Figure 1. Routed metal per tile.
Bar = 50 um. 24 x 24 tiles, from black (low) to pale yellow (high), scaled to the fullest tile. Values are wire area over tile area, all layers added.
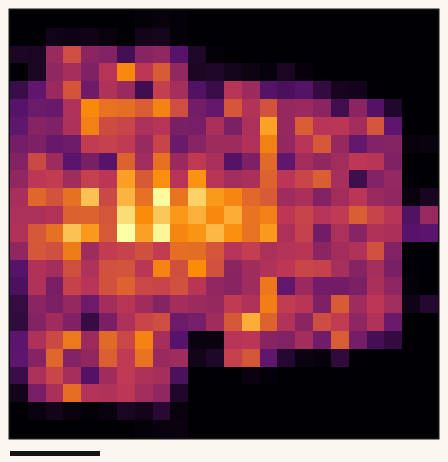
Figure 2. Cell placement.
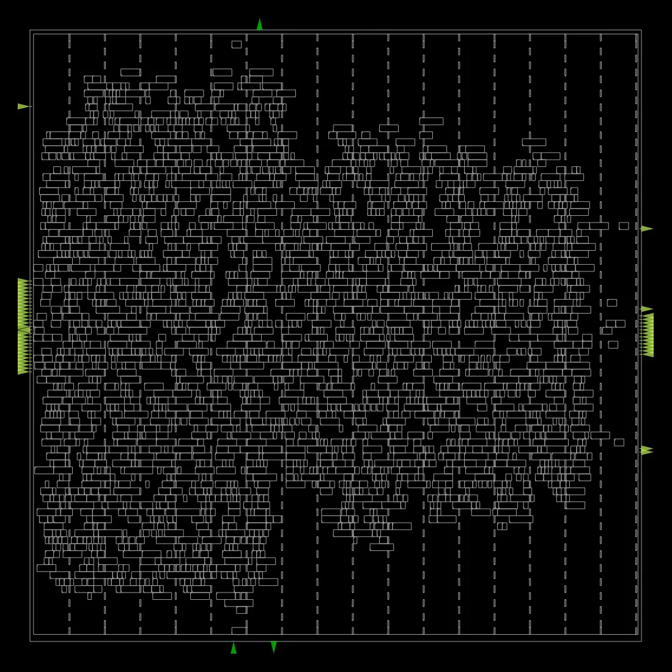
Figure 3. Where the registers sit.
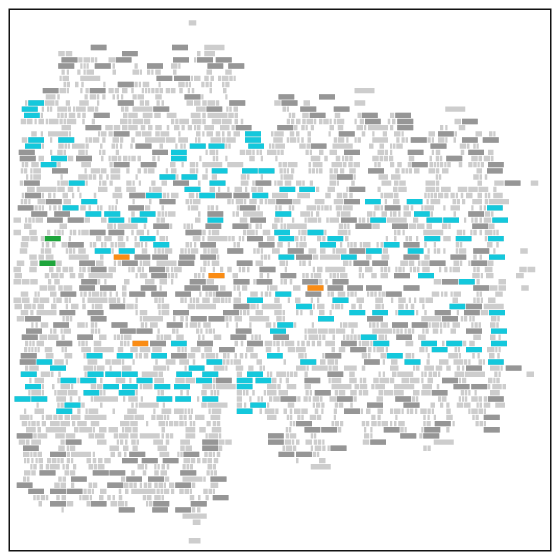
[src/rtl/tick_scheduler_pkg.sv]
// Shared types and defaults for the tick scheduler.
// State encodings are visible on the state output port.
package tick_sched_pkg;

   typedef enum logic [1:0] {
      ST_IDLE  = 2'd0,
      ST_RUN   = 2'd1,
      ST_PAUSE = 2'd2,
      ST_STEP  = 2'd3
   } state_t;

   localparam int DEF_DIV = 1;

endpackage

[src/rtl/tick_scheduler_if.sv]
// Config port: valid/ready transfer of a channel divisor.
// The scheduler is the slave; the programming side is the master.
interface tick_scheduler_if #(
   parameter int CH_W  = 2,
   parameter int DIV_W = 32
);
   logic             valid;
   logic             ready;
   logic [CH_W-1:0]  ch;
   logic [DIV_W-1:0] div;

   modport master (output valid, ch, div, input ready);
   modport slave  (input valid, ch, div, output ready);
endinterface

[src/rtl/tick_scheduler_counter.sv]
// One tick channel: counter, live divisor, shadow divisor
// and the registered one-cycle tick strobe.
module tick_counter #(
   parameter int               DIV_W   = 32,
   parameter logic [DIV_W-1:0] RST_DIV = 1
) (
   input  logic             clk,
   input  logic             rst,
   input  logic             advance,
   input  logic             clear,
   input  logic             load_now,
   input  logic             load_shadow,
   input  logic [DIV_W-1:0] din,
   output logic             tick,
   output logic             pending
);

   logic [DIV_W-1:0] cnt;
   logic [DIV_W-1:0] div_reg;
   logic [DIV_W-1:0] shadow;

   // Wrap uses >= so a divisor shrunk while paused
   // cannot strand the count above it.
   logic wrap;
   assign wrap = (cnt >= div_reg);

   // Count advance edges, strobe on wrap, swap in a
   // deferred divisor at a wrap or once advancing stops.
   always_ff @(posedge clk) begin
      if (rst) begin
         cnt     <= '0;
         div_reg <= RST_DIV;
         shadow  <= '0;
         pending <= 1'b0;
         tick    <= 1'b0;
      end else begin
         tick <= 1'b0;
         if (advance) begin
            if (wrap) begin
               cnt  <= '0;
               tick <= 1'b1;
               if (pending) begin
                  div_reg <= shadow;
                  pending <= 1'b0;
               end
            end else begin
               cnt <= cnt + DIV_W'(1);
            end
         end else begin
            if (pending) begin
               div_reg <= shadow;
               pending <= 1'b0;
            end
            if (clear) cnt <= '0;
         end
         if (load_now) div_reg <= din;
         if (load_shadow) begin
            shadow  <= din;
            pending <= 1'b1;
         end
      end
   end

endmodule

[src/rtl/tick_scheduler.sv]
// Clock-enable scheduler: NUM_CH tick strobes sequenced by
// a run/pause/step FSM, with runtime-retunable periods.
module tick_scheduler
   import tick_sched_pkg::*;
#(
   parameter int NUM_CH  = 4,
   parameter int DIV_W   = 32,
   parameter int CH_W    = 2,
   parameter int DEF_DIV = tick_sched_pkg::DEF_DIV
) (
   input  logic              in_clk,
   input  logic              rst,
   input  logic              cmd_start,
   input  logic              cmd_stop,
   input  logic              cmd_step,
   tick_scheduler_if.slave   cfg,
   output logic [NUM_CH-1:0] tick,
   output logic [1:0]        state
);

   state_t            st_q;
   logic              advance;
   logic              clear;
   logic              xfer;
   logic [NUM_CH-1:0] pend_vec;

   assign advance   = (st_q == ST_RUN) || (st_q == ST_STEP);
   assign clear     = (st_q == ST_PAUSE) && cmd_stop;
   assign cfg.ready = ~|pend_vec;
   assign xfer      = cfg.valid && cfg.ready;
   assign state     = st_q;

   // Run/pause/step sequencing; stop beats step beats start.
   always_ff @(posedge in_clk) begin
      if (rst) begin
         st_q <= ST_IDLE;
      end else begin
         unique case (st_q)
            ST_IDLE: begin
               if (cmd_stop)       st_q <= ST_IDLE;
               else if (cmd_step)  st_q <= ST_STEP;
               else if (cmd_start) st_q <= ST_RUN;
            end
            ST_RUN: begin
               if (cmd_stop) st_q <= ST_PAUSE;
            end
            ST_PAUSE: begin
               if (cmd_stop)       st_q <= ST_IDLE;
               else if (cmd_step)  st_q <= ST_STEP;
               else if (cmd_start) st_q <= ST_RUN;
            end
            ST_STEP: st_q <= ST_PAUSE;
            default: st_q <= ST_IDLE;
         endcase
      end
   end

   for (genvar gi = 0; gi < NUM_CH; gi++) begin : g_ch
      logic sel;
      assign sel = xfer && (cfg.ch == CH_W'(gi));

      tick_counter #(
         .DIV_W   (DIV_W),
         .RST_DIV (DIV_W'(DEF_DIV))
      ) u_cnt (
         .clk         (in_clk),
         .rst         (rst),
         .advance     (advance),
         .clear       (clear),
         .load_now    (sel && !advance),
         .load_shadow (sel && advance),
         .din         (cfg.div),
         .tick        (tick[gi]),
         .pending     (pend_vec[gi])
      );
   end

endmodule

[src/flat_wrapper.sv]
// flat-port wrapper written by rule: the top's interface ports become plain ports
module tick_scheduler_flat import tick_sched_pkg::*;
#(
   parameter int NUM_CH  = 4,
   parameter int DIV_W   = 32,
   parameter int CH_W    = 2,
   parameter int DEF_DIV = tick_sched_pkg::DEF_DIV
)
  (in_clk, rst, cmd_start, cmd_stop, cmd_step, tick, state, cfg_valid, cfg_ch, cfg_div, cfg_ready);
  tick_scheduler_if #(.CH_W(CH_W), .DIV_W(DIV_W)) cfg_i ();
  input  logic in_clk;
  input  logic rst;
  input  logic cmd_start;
  input  logic cmd_stop;
  input  logic cmd_step;
  output logic [NUM_CH-1:0] tick;
  output logic [1:0] state;
  input wire logic [$bits(cfg_i.valid)-1:0] cfg_valid;
  input wire logic [$bits(cfg_i.ch)-1:0] cfg_ch;
  input wire logic [$bits(cfg_i.div)-1:0] cfg_div;
  output wire logic [$bits(cfg_i.ready)-1:0] cfg_ready;
  assign cfg_i.valid = cfg_valid;
  assign cfg_i.ch = cfg_ch;
  assign cfg_i.div = cfg_div;
  assign cfg_ready = cfg_i.ready;
  tick_scheduler #(.NUM_CH(NUM_CH), .DIV_W(DIV_W), .CH_W(CH_W), .DEF_DIV(DEF_DIV)) u_core (.in_clk(in_clk), .rst(rst), .cmd_start(cmd_start), .cmd_stop(cmd_stop), .cmd_step(cmd_step), .cfg(cfg_i), .tick(tick), .state(state));
endmodule
[config.mk]
export PLATFORM = sky130hd
export DESIGN_NAME = tick_scheduler_flat
export DESIGN_NICKNAME = d
export VERILOG_FILES = /design/src/rtl/tick_scheduler_pkg.sv /design/src/rtl/tick_scheduler_if.sv /design/src/rtl/tick_scheduler_counter.sv /design/src/rtl/tick_scheduler.sv /design/src/flat_wrapper.sv
export SDC_FILE = /design/constraint.sdc
export NUM_CORES = 1
export LEC_CHECK = 0
export ABC_CLOCK_PERIOD_IN_PS = 4900
export CORE_UTILIZATION = 36
export CTS_CLUSTER_DIAMETER = 200
export DETAILED_ROUTE_END_ITERATION = 8
export GPL_ROUTABILITY_DRIVEN = 0
export SYNTH_ARGS = -nofsm -noshare
export SYNTH_HDL_FRONTEND = slang
export SYNTH_SLANG_ARGS = --single-unit
[constraint.sdc]
create_clock -name in_clk -period 4.9 [get_ports in_clk]
set_clock_uncertainty 0.1 [all_clocks]
set_input_delay 0.735 -clock in_clk [delete_from_list [all_inputs] [get_ports in_clk]]
set_output_delay 0.735 -clock in_clk [all_outputs]
set_load 0.02 [all_outputs]
==> flow_metrics.tcl <==
# yosys + openroad results
set metrics [dict create \
    status "finished, final reports clean" \
    worst-setup-path-type "reg -> reg" \
    hold_viol_final 0 \
    grt_overflow_total 0 \
    power_mw 7.441 \
    final-seq-area_um2 7888 \
    synth_area_um2 20090 \
    root_buffer "clkbuf_16" \
    aoi_share 0.1748 \
    clock_cell_area_share 0.06646 \
    cts.path.max_buffers 3 \
    n_clock_buffer 70 \
    inv_count 148 \
    arrival_ns 3.99 \
    most_common_cell "nand2_1" \
    edf_count 0 \
    synth-xor-area-share 0.01613 \
    mostFrequentLayoutCells "nand2_1, dfxtp_1, a21oi_1" \
    min_period_ns 3.600 \
    post_cts_resized 0 \
    setup_viol 0 \
    grt_first_pass_wirelength_um 83630 \
    die_x_um 238.2 \
    top_cells_by_count "nand2_1, dfxtp_1, a21oi_1" \
    syn_avg_cell_area_um2 8.166 \
    max_cap_viol_count 0 \
    yosys.area_share.simple 0.2063 \
    fmax_mhz 277.8 \
    grt_pass1_vias 15840 \
    drc 0 \
    layout-drive-gt1-share 0.06370 \
    ys_cells 2460 \
    ys_ff 394 \
    nNonClkBuffers 74 \
    hpwl_um 36080 \
    cts_made_buffers 45 \
    flop_cell "dfxtp_1" \
    antenna_found_initial 1 \
    nWellTaps 748 \
    ant_nets 0 \
    path_max_fanout 39 \
    dieArea_um2 56750 \
    core_um2 55090 \
    max_slew_margin 0.3150 \
    cts_max_level 2 \
    synthCells 2460 \
    synth_warnings 0 \
    io_buffer_count 46 \
    dp_cells 3116 \
    grt_max_degree 182 \
    area_leaders "dfxtp_1, ha_1, nand2_1, mux2i_1, a21oi_1" \
    initCoreUtil 0.3646 \
    cts_num_sinks 394 \
    dominant_cells "combinational gates" \
    period_used_share 0.7346 \
    required_ns 5.29 \
    layout.nets 2587 \
    postLayoutCellArea_um2 22590 \
    ys_area_um2 20090 \
    finalNonFillerCells 3197 \
    dp_slack_ns 1.047 \
    synthesis.nets 2632 \
    comb_area_um2 10990 \
    yosysTopAreaCell "dfxtp_1" \
    ff_count 394 \
    die_y_um 238.2 \
    place_area_um2 21090 \
    lay_top_count "nand2_1" \
    top_area_frac 0.3926 \
    cts_hold_buf 0 \
    p_leak_nw 8.135 \
    async_flop_share 0 \
]
-- Figure 1 (at the start) --
mean over tiles: 0.15
densest ninth of the die: centre
tiles over half the peak: 24%
fullest tile: 0.47
nearly empty tiles: 27%
drt total wl: 52760 um
vias: 17000
GRT Total Usage: 0.1840
post-DR wirelength/cell: 16.50 um

-- Figure 2 (at the start) --
FP Rows: 86
Seq/total area: 0.3491

-- Figure 3 (at the start) --
| signal | colour | flops |
|---|---|---|
| u_core.state | green | 2 |
| u_core.g_ch.u_cnt.pending | orange | 4 |
| u_core.g_ch.u_cnt.div_reg | cyan | 128 |
not coloured: 260
final design utilization: 0.4101
Seq. pwr: 3.33 mW

-- per-layer routing --
layer | global-route usage | routed length (um) | up-vias | part of all wire
met2 | 0.3007 | 24340 | 343 | 0.46
li1 | - | - | 8490 | -
met4 | 0.04876 | 1004 | 0 | 0.019
met5 | 0 | 0 | - | 0
met3 | 0.03366 | 2907 | 66 | 0.055
met1 | 0.2479 | 24520 | 8097 | 0.46
-- report_power, final --
group          internal (mW)  leakage (nW)  switching (mW)  total [mW]
logic                  0.235          4.22           0.438       0.672
clock network           2.06         0.730            1.39        3.44
registers               3.28          3.19          0.0450        3.33
-- worst max-delay path: stages, from the launching register on --
cell,delay [ns]
dfxtp_1,0.36
nor4_2,0.50
nand3b_1,0.25
or3b_2,0.51
buf_4,0.31
nor2b_1,0.23
a21oi_4,0.62
buf_12,0.30
nor2_1,0.08
a211oi_2,0.21
-- cells by family (layout without fill, tap and decap cells) --
family          count (synthesis)  in the layout
compound gates                525            525
xor+xnor                       37             37
fa+ha+maj                     132            132
buf+inv                       314            303
flops                         394            394
mux                           131            131
simple gates                  927            927
-- worst paths after layout --
check                           cells after the start                               to                            from  slack [ns]
worst max register to register                      9  u_core.g_ch[1].u_cnt.div_reg[9]    u_core.g_ch[2].u_cnt.pending        1.30
worst max-delay path                                9  u_core.g_ch[1].u_cnt.div_reg[9]    u_core.g_ch[2].u_cnt.pending        1.30
worst min register to register                      2   u_core.g_ch[3].u_cnt.shadow[0]  u_core.g_ch[3].u_cnt.shadow[0]        0.35
worst min-delay path                                2   u_core.g_ch[3].u_cnt.shadow[0]  u_core.g_ch[3].u_cnt.shadow[0]        0.35
Power figures rest on the tool's default switching activity, not on a simulated workload.
